Design approx_mult_4x4, sky130hd; sources not shown.
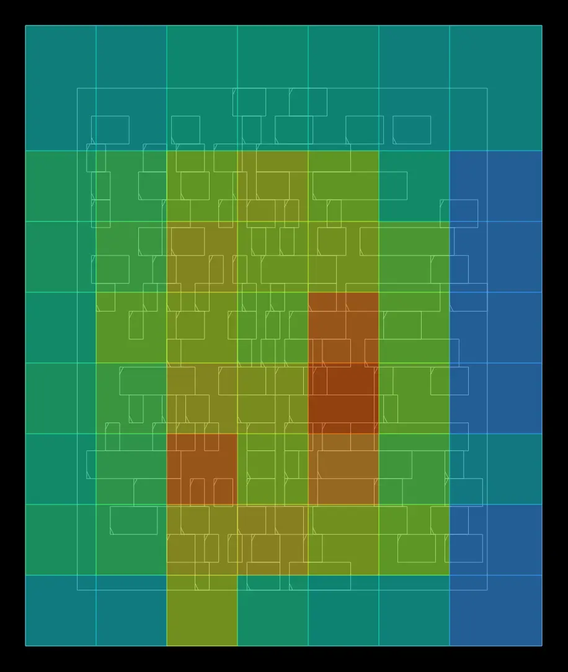
Fig. 1. Routing congestion (run 1).
met2 Use GR: 20.83%
overall routing resource usage: 10.85%
Final Util: 49.04%

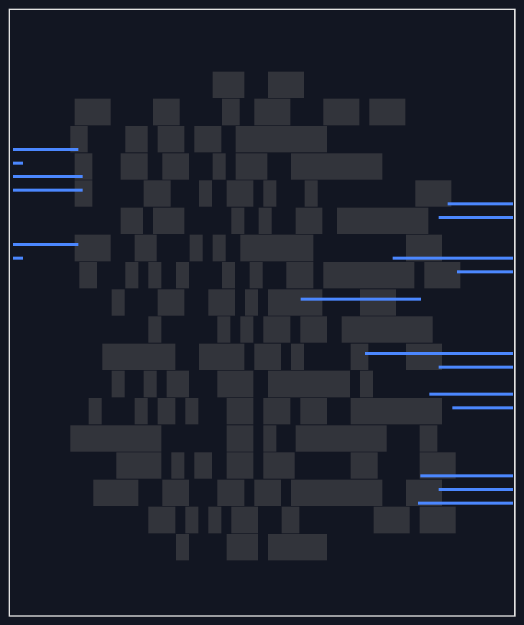
Fig. 2. Met3 routing (run 1).
Drawn at 10 px/um. Cells faint in the background.
wire length on this layer: 130 um
main direction: horizontal
share of all routed wire: 8.7%
longest straight run: 14.5 um
WL final: 1494 um
grt met3 use: 2.211%
via count: 553

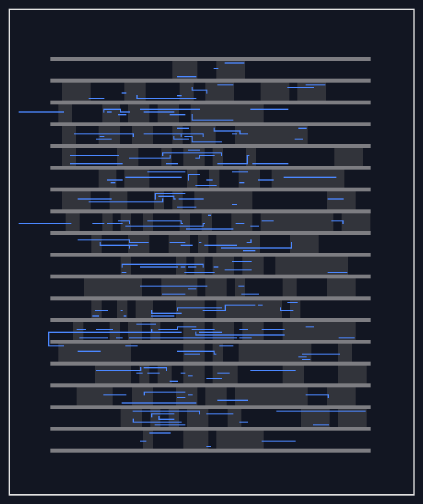
Fig. 3. M1 wires (run 1).
Drawn at 8 px/um. Supply wires on this layer in gray. Cells faint in the background.
share of all routed wire: 35%
main direction: horizontal
met1 usage: 10.52%

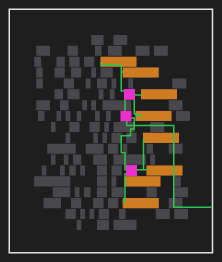
Fig. 4. Clock wires, drivers and flops (run 1).
Drawn at 4 px/um.
[orange] flip-flops | count: 8
[green] clock wires | length: 112 um
[magenta] cells driving clock nets | count: 3
routed clock nets: 4
Clk network pwr share: 20.2%
Power Clock: 70.8 uW

==> results_slide.txt, run 1 <==
Key Metrics from the Run

Timing
  – Finish-stage setup viols: 0
  – Final WS setup: ~0.054 ns
  – Fmax: about 0.32 GHz
  – Worst-margin pin slew: ~0.35 ns

Synth
  – Cell count in the Yosys report: a little under 60
  – Simple share: approximately 17%
  – Floorplan Nets: 77
  – Synthesis area per yosys: between 500 and 600 um^2
  – Yosys aoi share: approximately 3.7%
  – Most numerous cell in the Yosys netlist: nand2_1

Power and ir drop
  – Largest power group: combinational logic
  – Seq pwr: between 100 and 150 uW
  – Internal power: ~260 uW

Flow run
  – Max-cap viol count: 0
  – Stage-log warning count: 27

Cells and area
  – Final instance area: around 960 um^2
  – Top cells excl fill/tap: 22 x buf_4, 15 x nand2_1, 15 x inv_1
  – Synth-to-Final Area Change: 88.24%
  – Number of clock buffers in the layout: 3
  – Layout cell share with drive strength beyond 1: between 30% and 40%
  – Non-clk buf share: 39.19%

Floorplanning
  – Area of the core: between 1500 and 2000 um^2

Worst setup path
  – Crit end category: flop
  – Delay-heaviest family, CP: buffers and inverters
  – CP Buf/Inv Count: 12

Run status
  – Outcome: completed

CTS
  – Clock buffer depth: 2
  – H-Tree Level Count: 1

Placement
  – Hpwl dp: 1159 um
Fig. 5: run 1, metal 2
Drawn at 8 px/um.
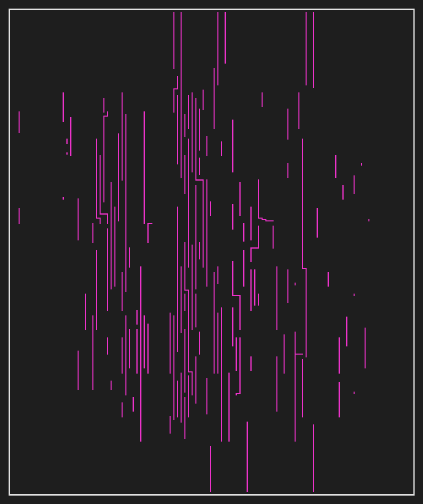

==> inputs of run 2 (changes only) <==
--- a/config.mk
+++ b/config.mk
@@ -10,9 +10,10 @@
 export CELL_PAD_IN_SITES_DETAIL_PLACEMENT = 1
 export CELL_PAD_IN_SITES_GLOBAL_PLACEMENT = 1
 export CORE_ASPECT_RATIO = 1.25
-export CORE_MARGIN = 5
+export CORE_MARGIN = 2
 export CORE_UTILIZATION = 25
 export DETAILED_ROUTE_END_ITERATION = 6
+export GPL_TIMING_DRIVEN = 1
 export PLACE_DENSITY_LB_ADDON = 0.1
 export SLEW_MARGIN = 20
 export SYNTH_ARGS = -nofsm -noshare
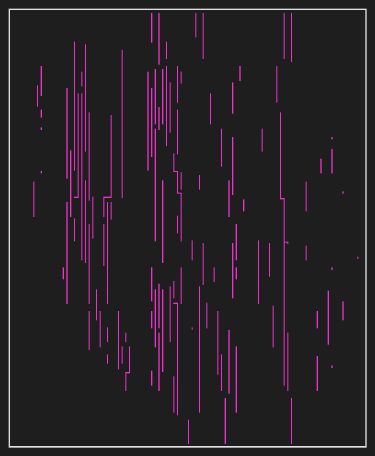
Fig. 6. Metal 2 (run 2).
Drawn at 8 px/um.
nets with wire on the layer: 100
longest straight run: 23.3 um
wire length on this layer: 642 um
share of all routed wire: 55%
main direction: vertical
via count: 509
met2 Use GR: 21.57%
WL final: 1164 um

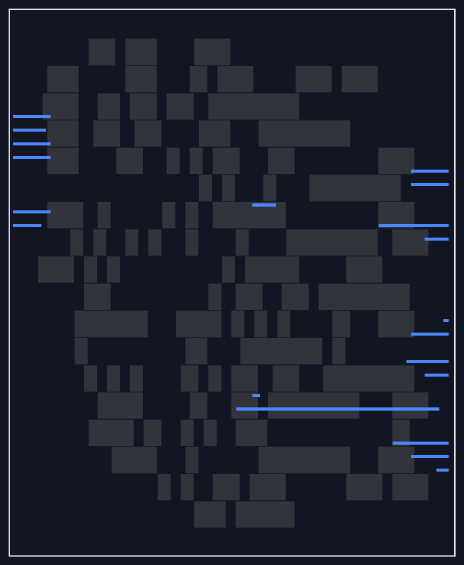
Fig. 7. Met3 routing (run 2).
Drawn at 10 px/um. Cells faint in the background.
main direction: horizontal
longest straight run: 20.0 um
nets with wire on the layer: 18
grt met3 use: 1.980%

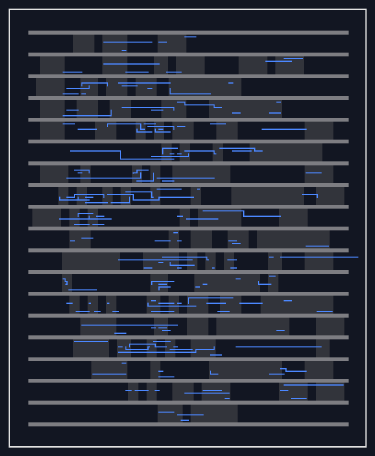
Fig. 8. M1 wires (run 2).
Drawn at 8 px/um. Supply wires on this layer in gray. Cells faint in the background.
longest straight run: 12.0 um
nets with wire on the layer: 91
met1 usage: 11.16%

==> run 2 against run 1 <==
Compared with the run above:
- count of clock-buffer cells in the layout unchanged
- largest cell class unchanged
- fmax grew 1.0%
- non-clock buffer count decreased by 10
- first-iteration DRC count rose to 3.0 times the previous value
- final area shrank 7.9%
- critical path depth down 10
- total power fell by 9.6%
- area after synthesis unchanged
- flip-flop count unchanged
==> results_slide.txt, run 2 <==
Key Metrics from the Run

Power and ir drop
  – Internal power: approximately 230 uW
  – Clk network pwr share: a little under a quarter
  – Seq pwr: approximately 120 uW
  – Power Clock: ~70 uW

Flow run
  – Max-cap viol count: 0
  – Stage-log warning count: 27

Timing
  – Worst-margin pin slew: around 0.35 ns
  – Final WS setup: roughly 0.086 ns
  – Fmax: 0.3201 GHz
  – Finish-stage setup viols: 0

Cells and area
  – Top cells excl fill/tap: 17 x nand2_1, 15 x inv_1, 13 x clkdlybuf4s50_1
  – Final instance area: between 800 and 900 um^2
  – Layout cell share with drive strength beyond 1: 22.68%
  – Number of clock buffers in the layout: 3

Worst setup path
  – CP Buf/Inv Count: 4
  – Delay-heaviest family, CP: adder cells

CTS
  – Clock buffer depth: 2

Synth
  – Cell count in the Yosys report: ~59
  – Floorplan Nets: 77
  – Most numerous cell in the Yosys netlist: nand2_1

Placement
  – Hpwl dp: 1073 um

Run status
  – Outcome: completed
Fig. 9: run 2, routing congestion
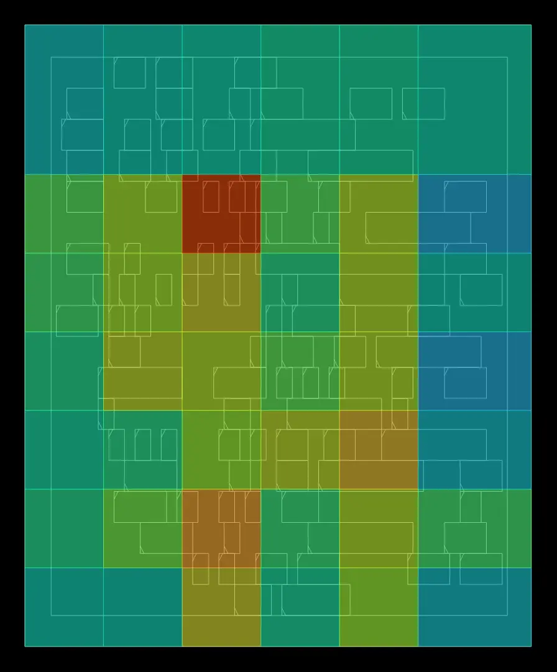

==> inputs of run 3 (changes only) <==
--- a/config.mk
+++ b/config.mk
@@ -11,7 +11,7 @@
 export CELL_PAD_IN_SITES_GLOBAL_PLACEMENT = 1
 export CORE_ASPECT_RATIO = 1.25
 export CORE_MARGIN = 2
-export CORE_UTILIZATION = 25
+export CORE_UTILIZATION = 26
 export DETAILED_ROUTE_END_ITERATION = 6
 export GPL_TIMING_DRIVEN = 1
 export PLACE_DENSITY_LB_ADDON = 0.1
@@ -19,3 +19,4 @@
 export SYNTH_ARGS = -nofsm -noshare
 export SYNTH_HDL_FRONTEND = slang
 export SYNTH_SLANG_ARGS = --single-unit
+export TNS_END_PERCENT = 20
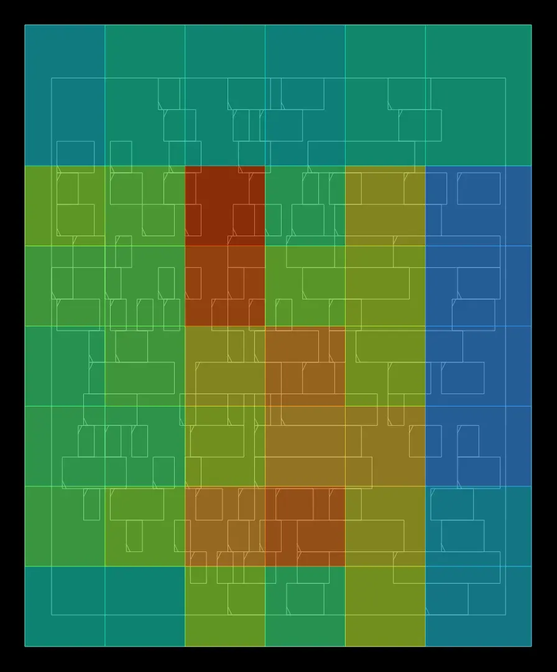
Fig. 10. Routing congestion (run 3).
met1 usage: 12.08%
Final Util: 49.83%
WL per Instance: 11.01 um
met2 Use GR: 23.53%

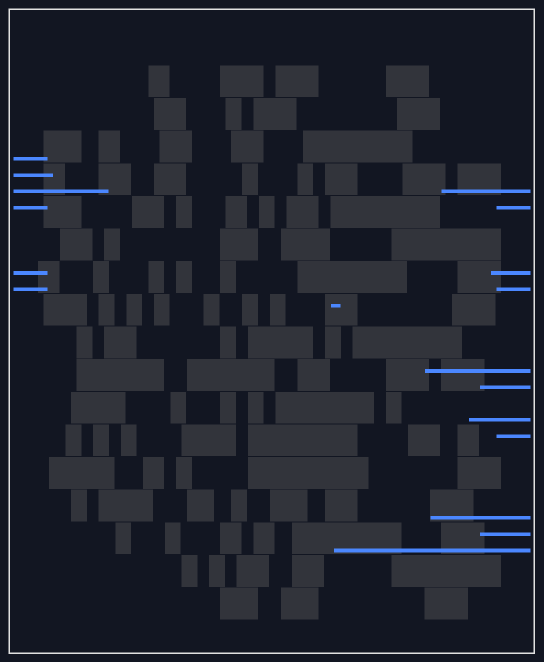
Fig. 11. Met3 routing (run 3).
Drawn at 12 px/um. Cells faint in the background.
nets with wire on the layer: 17
main direction: horizontal
longest straight run: 16.1 um
wire length on this layer: 83.8 um
grt met3 use: 2.349%
WL final: 1299 um

==> run 3 against run 2 <==
Compared with the run above:
- critical path depth rose by 1
- total power rose by 5.7%
- non-clock buffer count rose by 2
- synthesized cell count did not move
- routed wire length rose by 12%
- highest routed layer unchanged
- final area rose by 1.8%
- via count rose by 1.2%
- largest cell class unchanged
- utilization rose by 4.7 points
==> results_slide.txt, run 3 <==
Key Metrics from the Run

Run status
  – Outcome: completed

Floorplanning
  – Area of the core: 1808 um^2

Power and ir drop
  – Largest power group: combinational logic
  – Internal power: approximately 250 uW
  – Power Clock: approximately 74 uW
  – Part of the power in registers: about 35%
  – Seq pwr: ~120 uW
  – Clk network pwr share: a little over a fifth

Synth
  – Dominant combinational family: adder cells
  – Cell count in the Yosys report: between 50 and 60
  – Simple share: between 15 and 20%
  – Cell Area, Synth: around 510 um^2
  – Floorplan Nets: just under 80
  – Sequential area share after synthesis: between 30% and 40%
  – Yosys aoi share: 3.676%
  – Most numerous cell in the Yosys netlist: nand2_1

Cells and area
  – Synth-to-Final Area Change: 76.47%
  – Non-clk buf share: a little over a third
  – Top cells excl fill/tap: 18 x nand2_1, 14 x inv_1, 13 x clkdlybuf4s50_1, 13 x buf_4, 8 x dfrtp_1
  – Number of clock buffers in the layout: 3
  – Final instance area: approximately 900 um^2
  – Layout cell share with drive strength beyond 1: 28.28%

Flow run
  – Max-cap viol count: 0
  – Stage-log warning count: 26

Placement
  – Hpwl dp: between 1000 and 1500 um

Timing
  – Fmax: around 0.32 GHz
  – Worst-margin pin slew: about 0.35 ns
  – Worst hold margin: 0.6647 ns
  – Final WS setup: 0.07002 ns

Worst setup path
  – CP Buf/Inv Count: 5
  – Critical path class: input port to primary output
  – Crit path max fanout: 3
  – Crit end category: primary output
  – Delay-heaviest family, CP: adder cells

CTS
  – H-Tree Level Count: 1
  – Clock buffer depth: 2

GRT
  – Overall routing resource usage: 12.78%
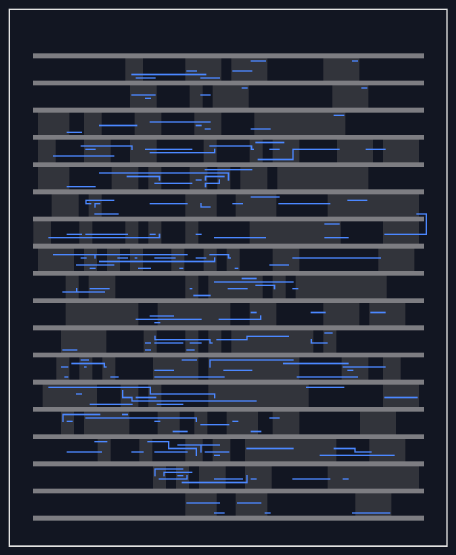
Fig. 12. M1 wires (run 3).
Drawn at 10 px/um. Supply wires on this layer in gray. Cells faint in the background.
longest straight run: 13.3 um
main direction: horizontal
share of all routed wire: 36%
via count: 515

No activity file was given, so power comes from the tool's default toggle rates.
